`src/rtl/shift_sequencer.sv`:
```
// shift_sequencer
//
// Multi-cycle shift controller for the ALU shift path. One request is
// captured per transaction. A single-position shift stage is then applied
// once per clock until the captured shift amount has been consumed. The
// finished value is published on `result` together with a one-cycle `done`.
//
// Ports:
//   clk      in   1      rising-edge clock
//   rst_n    in   1      asynchronous active-low reset
//   start    in   1      request strobe, only honoured in IDLE
//   op       in   2      00 = SRL, 01 = SLL, 10 = SRA, 11 = SRL
//   data_in  in   WIDTH  operand, captured with start
//   shamt    in   SHW    shift amount, captured with start
//   abort    in   1      cancels an operation that is still shifting
//   busy     out  1      high whenever the sequencer is not IDLE
//   done     out  1      one-cycle completion pulse, result valid with it
//   result   out  WIDTH  last completed result, held between completions

module shift_sequencer #(
    parameter int WIDTH = 32,
    parameter int SHW   = 5
) (
    input  logic             clk,
    input  logic             rst_n,
    input  logic             start,
    input  logic [1:0]       op,
    input  logic [WIDTH-1:0] data_in,
    input  logic [SHW-1:0]   shamt,
    input  logic             abort,
    output logic             busy,
    output logic             done,
    output logic [WIDTH-1:0] result
);

    typedef enum logic [1:0] {
        IDLE  = 2'b00,
        SHIFT = 2'b01,
        DONE  = 2'b10
    } state_t;

    localparam logic [1:0] OP_SLL = 2'b01;
    localparam logic [1:0] OP_SRA = 2'b10;

    state_t           state;
    state_t           state_next;
    logic [WIDTH-1:0] work;
    logic [WIDTH-1:0] work_shifted;
    logic [SHW-1:0]   count;
    logic [1:0]       op_reg;
    logic             load;
    logic             step;
    logic             complete;

    always_ff @(posedge clk or negedge rst_n) begin
        if (!rst_n) begin
            state <= IDLE;
        end else begin
            state <= state_next;
        end
    end

    // Abort is tested before the zero-count completion so a cancel that
    // lands on the final shift cycle suppresses done and keeps result.
    // The unused encoding falls back to IDLE through the default arm.
    always_comb begin
        state_next = state;
        load       = 1'b0;
        step       = 1'b0;
        complete   = 1'b0;
        case (state)
            IDLE: begin
                if (start) begin
                    load       = 1'b1;
                    state_next = SHIFT;
                end
            end
            SHIFT: begin
                if (abort) begin
                    state_next = IDLE;
                end else if (count == '0) begin
                    complete   = 1'b1;
                    state_next = DONE;
                end else begin
                    step = 1'b1;
                end
            end
            DONE: begin
                state_next = IDLE;
            end
            default: begin
                state_next = IDLE;
            end
        endcase
    end

    // One-position shift stage; op codes 00 and 11 both select SRL.
    always_comb begin
        work_shifted = {1'b0, work[WIDTH-1:1]};
        if (op_reg == OP_SLL) begin
            work_shifted = {work[WIDTH-2:0], 1'b0};
        end else if (op_reg == OP_SRA) begin
            work_shifted = {work[WIDTH-1], work[WIDTH-1:1]};
        end
    end

    always_ff @(posedge clk or negedge rst_n) begin
        if (!rst_n) begin
            work   <= '0;
            count  <= '0;
            op_reg <= '0;
            result <= '0;
        end else begin
            if (load) begin
                work   <= data_in;
                count  <= shamt;
                op_reg <= op;
            end else if (step) begin
                work  <= work_shifted;
                count <= count - SHW'(1);
            end
            if (complete) begin
                result <= work;
            end
        end
    end

    // done is simply the DONE state, so it is high exactly one cycle and
    // lines up with the edge that loaded result.
    assign busy = (state != IDLE);
    assign done = (state == DONE);

endmodule

```
`config.mk`:
```
export PLATFORM = sky130hd
export DESIGN_NAME = shift_sequencer
export DESIGN_NICKNAME = d
export VERILOG_FILES = /design/src/rtl/shift_sequencer.sv
export SDC_FILE = /design/constraint.sdc
export NUM_CORES = 1
export LEC_CHECK = 0
export CORE_MARGIN = 4
export CORE_UTILIZATION = 55
export CTS_BUF_LIST = sky130_fd_sc_hd__clkbuf_8 sky130_fd_sc_hd__clkbuf_16
export CTS_CLUSTER_DIAMETER = 60
export CTS_CLUSTER_SIZE = 14
export DETAILED_ROUTE_END_ITERATION = 8
export PLACE_DENSITY = 0.85
export SLEW_MARGIN = 20
export SYNTH_ARGS = -nofsm -noshare
export SYNTH_HDL_FRONTEND = slang
export SYNTH_SLANG_ARGS = --single-unit
```
`constraint.sdc`:
```
create_clock -name clk -period 4.9 [get_ports clk]
set_input_delay 0.98 -clock clk [delete_from_list [all_inputs] [get_ports clk]]
set_output_delay 0.98 -clock clk [all_outputs]
set_load 0.03 [all_outputs]
```
**Zoomed window**

Region (58, 58) to (78, 78) um. Cells in gray, sequential cells in the stronger gray; small squares are vias.
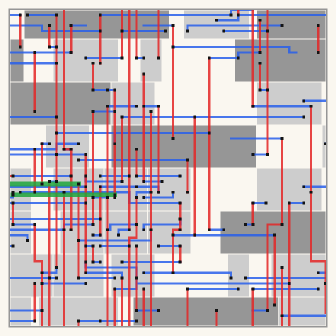
green -> metal 3
red -> metal 2
blue -> metal 1
sequential cells in the window = 6
cells with their middle in the window = 26
netlist names of flops here include = result (3), work (3)
most frequent = dfrtp_1 (6)

**I/O pins on the die edge**

Bar = 20 um. Pins as bars across the die edge, other pins in gray.
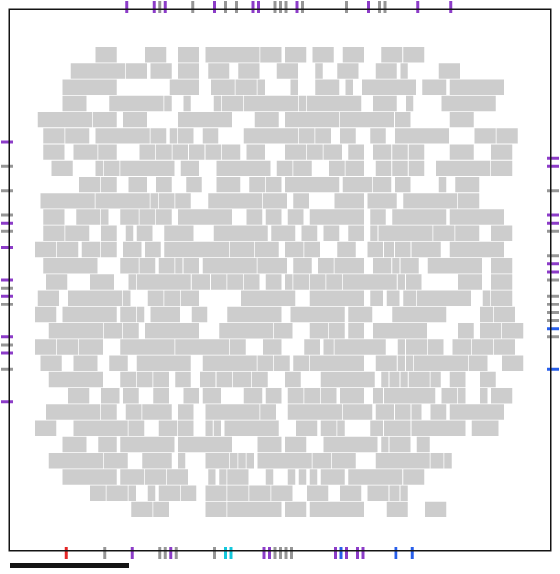
red -> clk  # pins 1, direction input, edge south
purple -> result  # pins 32, direction output, edge 10 north, 8 west, 8 south, 6 east
cyan -> op  # pins 2, direction input, edge south
blue -> shamt  # pins 5, direction input, edge 3 south, 2 east
overall die width: 90.45 um
count of input and output buffers: 76
height of the die: 90.45 um

**Drive-strength map**

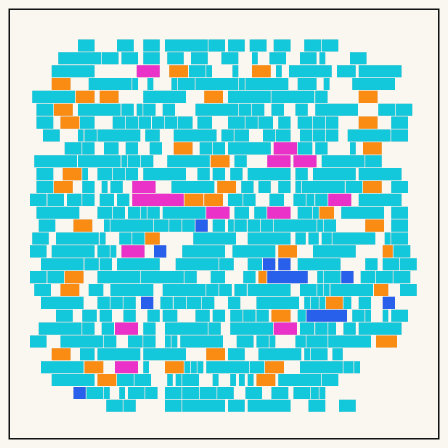
orange -> _2 cells  # cells 39, share 9.6%
cyan -> _0 and _1 cells  # cells 344, share 85%
magenta -> _6 and larger  # cells 13, share 3.2%
blue -> _3 and _4 cells  # cells 10, share 2.5%
slack of the critical path: 2092 ps
area of all placed cells without fillers: 0.004717 mm2
area growth from synthesis to layout: 26.17%

**Cell area per tile**

The die is cut into 9 by 9 equal tiles; white is low, dark blue is high, 0 to 100% covered.
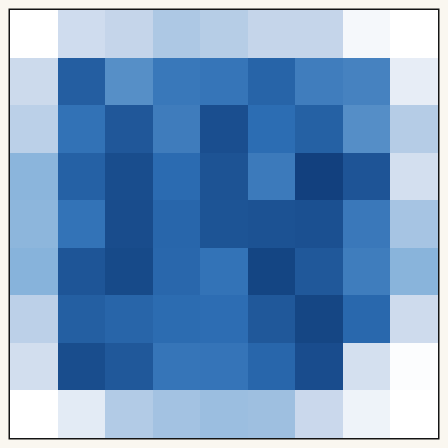
nearly empty tiles = 6.2%
mean over tiles = 56%
fullest tile = 93%
share of the core filled with cells in the final layout: 73.03%
floorplan core area: 0.006459 mm2
fp util: 57.88%

**Placed standard cells**

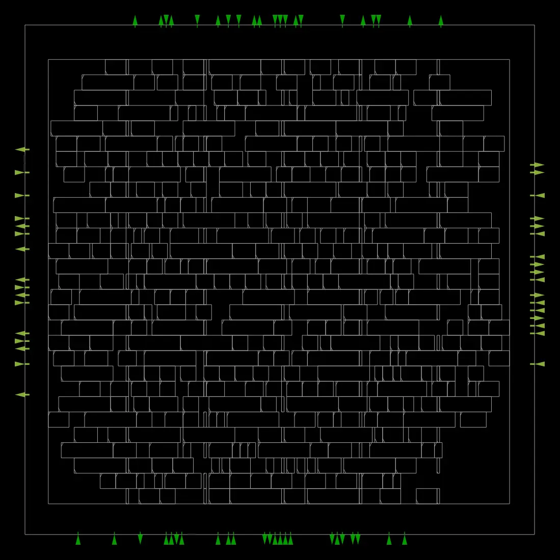
num tapcells: 77
final cell count without fillers: 483
layout filler cell count: 464
flip-flop and latch share of the layout cell area: 38.73%

==> notes.md <==
flow finished, numbers: total standard cell area after synthesis=0.003739 mm2, maximum number of pins on one net before global-route repair=74, number of antenna violations at the first check in global routing=0, combined area of the multi-input logic cells=0.001757 mm2, registers with the highest flip-flop counts=result x32, work x32, count x5, commonest cells after routing, fill and taps aside=sky130_fd_sc_hd__clkdlybuf4s50_1 (75), sky130_fd_sc_hd__dfrtp_1 (73), sky130_fd_sc_hd__nor2_1 (33), Dominant cell area share=48.86%, GR Util met2=38.27%, launch point of the critical path=abort, Residual DRC=0, depth of the worst register-to-register path=6, top cell type by total area after synthesis=sky130_fd_sc_hd__dfrtp_1, FF+latch area=0.001827 mm2, number of enable flip-flop cells=0, comb_multi_in=229, wire length on met1=4024 um, Detailed Place HPWL=5981 um, number of stages on the worst hold path=1, status=finished clean, number of sequential cells in the layout=73, # setup viols final=0, worst hold path startpoint=result[4], clock tree from TritonCTS=yes, largest delay contributor family on the critical path=buffers and inverters, headroom to the max-slew limit=34.98%, post-CTS setup-driven buffer insertion count=0, placed cell count=467, Max Cap Violations=0, Placement Setup Slack=1783 ps, largest combinational cell category by area=AND-OR/OR-AND gates, Yosys warning total=0, ao+oa area frac=19.91%, gate count of the mapped netlist=341, register bit total from synthesis=73, maximum cell stage delay along the critical path=420 ps, clock transition time at the flip-flop clock pins of the worst setup and hold paths=70 ps, Setup crit end=result[13], post-cts hold buffer count=0, clock power share=17.4%, top fanout value on the critical path=37, min Tclk post-route=2808 ps, Total Wirelength=9537 um, WP depth=6, Avg Inst Size Synth=10.96 um2, io pins=77, list of most frequent post-synthesis cells=sky130_fd_sc_hd__dfrtp_1 (73), sky130_fd_sc_hd__nor2_1 (33), sky130_fd_sc_hd__mux2_2 (32), net count reported at finish=445, met3 layer usage reported by global route=3.333%, grt ovf=0, Via-to-Cell Ratio=6.489, met1 usage=32.28%, final total negative setup slack=0 ps, post-detailed-route wirelength per cell=19.75 um, leakage power=2.089 nW, switching component of the power=1.131 mW, relative area of non-clock buffer cells in the final design=17.19%, total inserted antenna cells=0, Top Consumer=combinational logic, Adder Area Share=0.3347%, upper clock frequency limit=0.3562 GHz, count of instantiated cells in the yosys netlist=341, CTS H-tree lvls=3, Most used DFF post-synth=sky130_fd_sc_hd__dfrtp_1, post-cts repair resize count=0, data required time of the worst path=5120 ps, combinational fraction of the cell area=37.24%, Seq. pwr=1.14 mW, Yosys Chip Area=0.003739 mm2, share of power burned in registers=40.5%
Power and IR drop assume default switching activity.
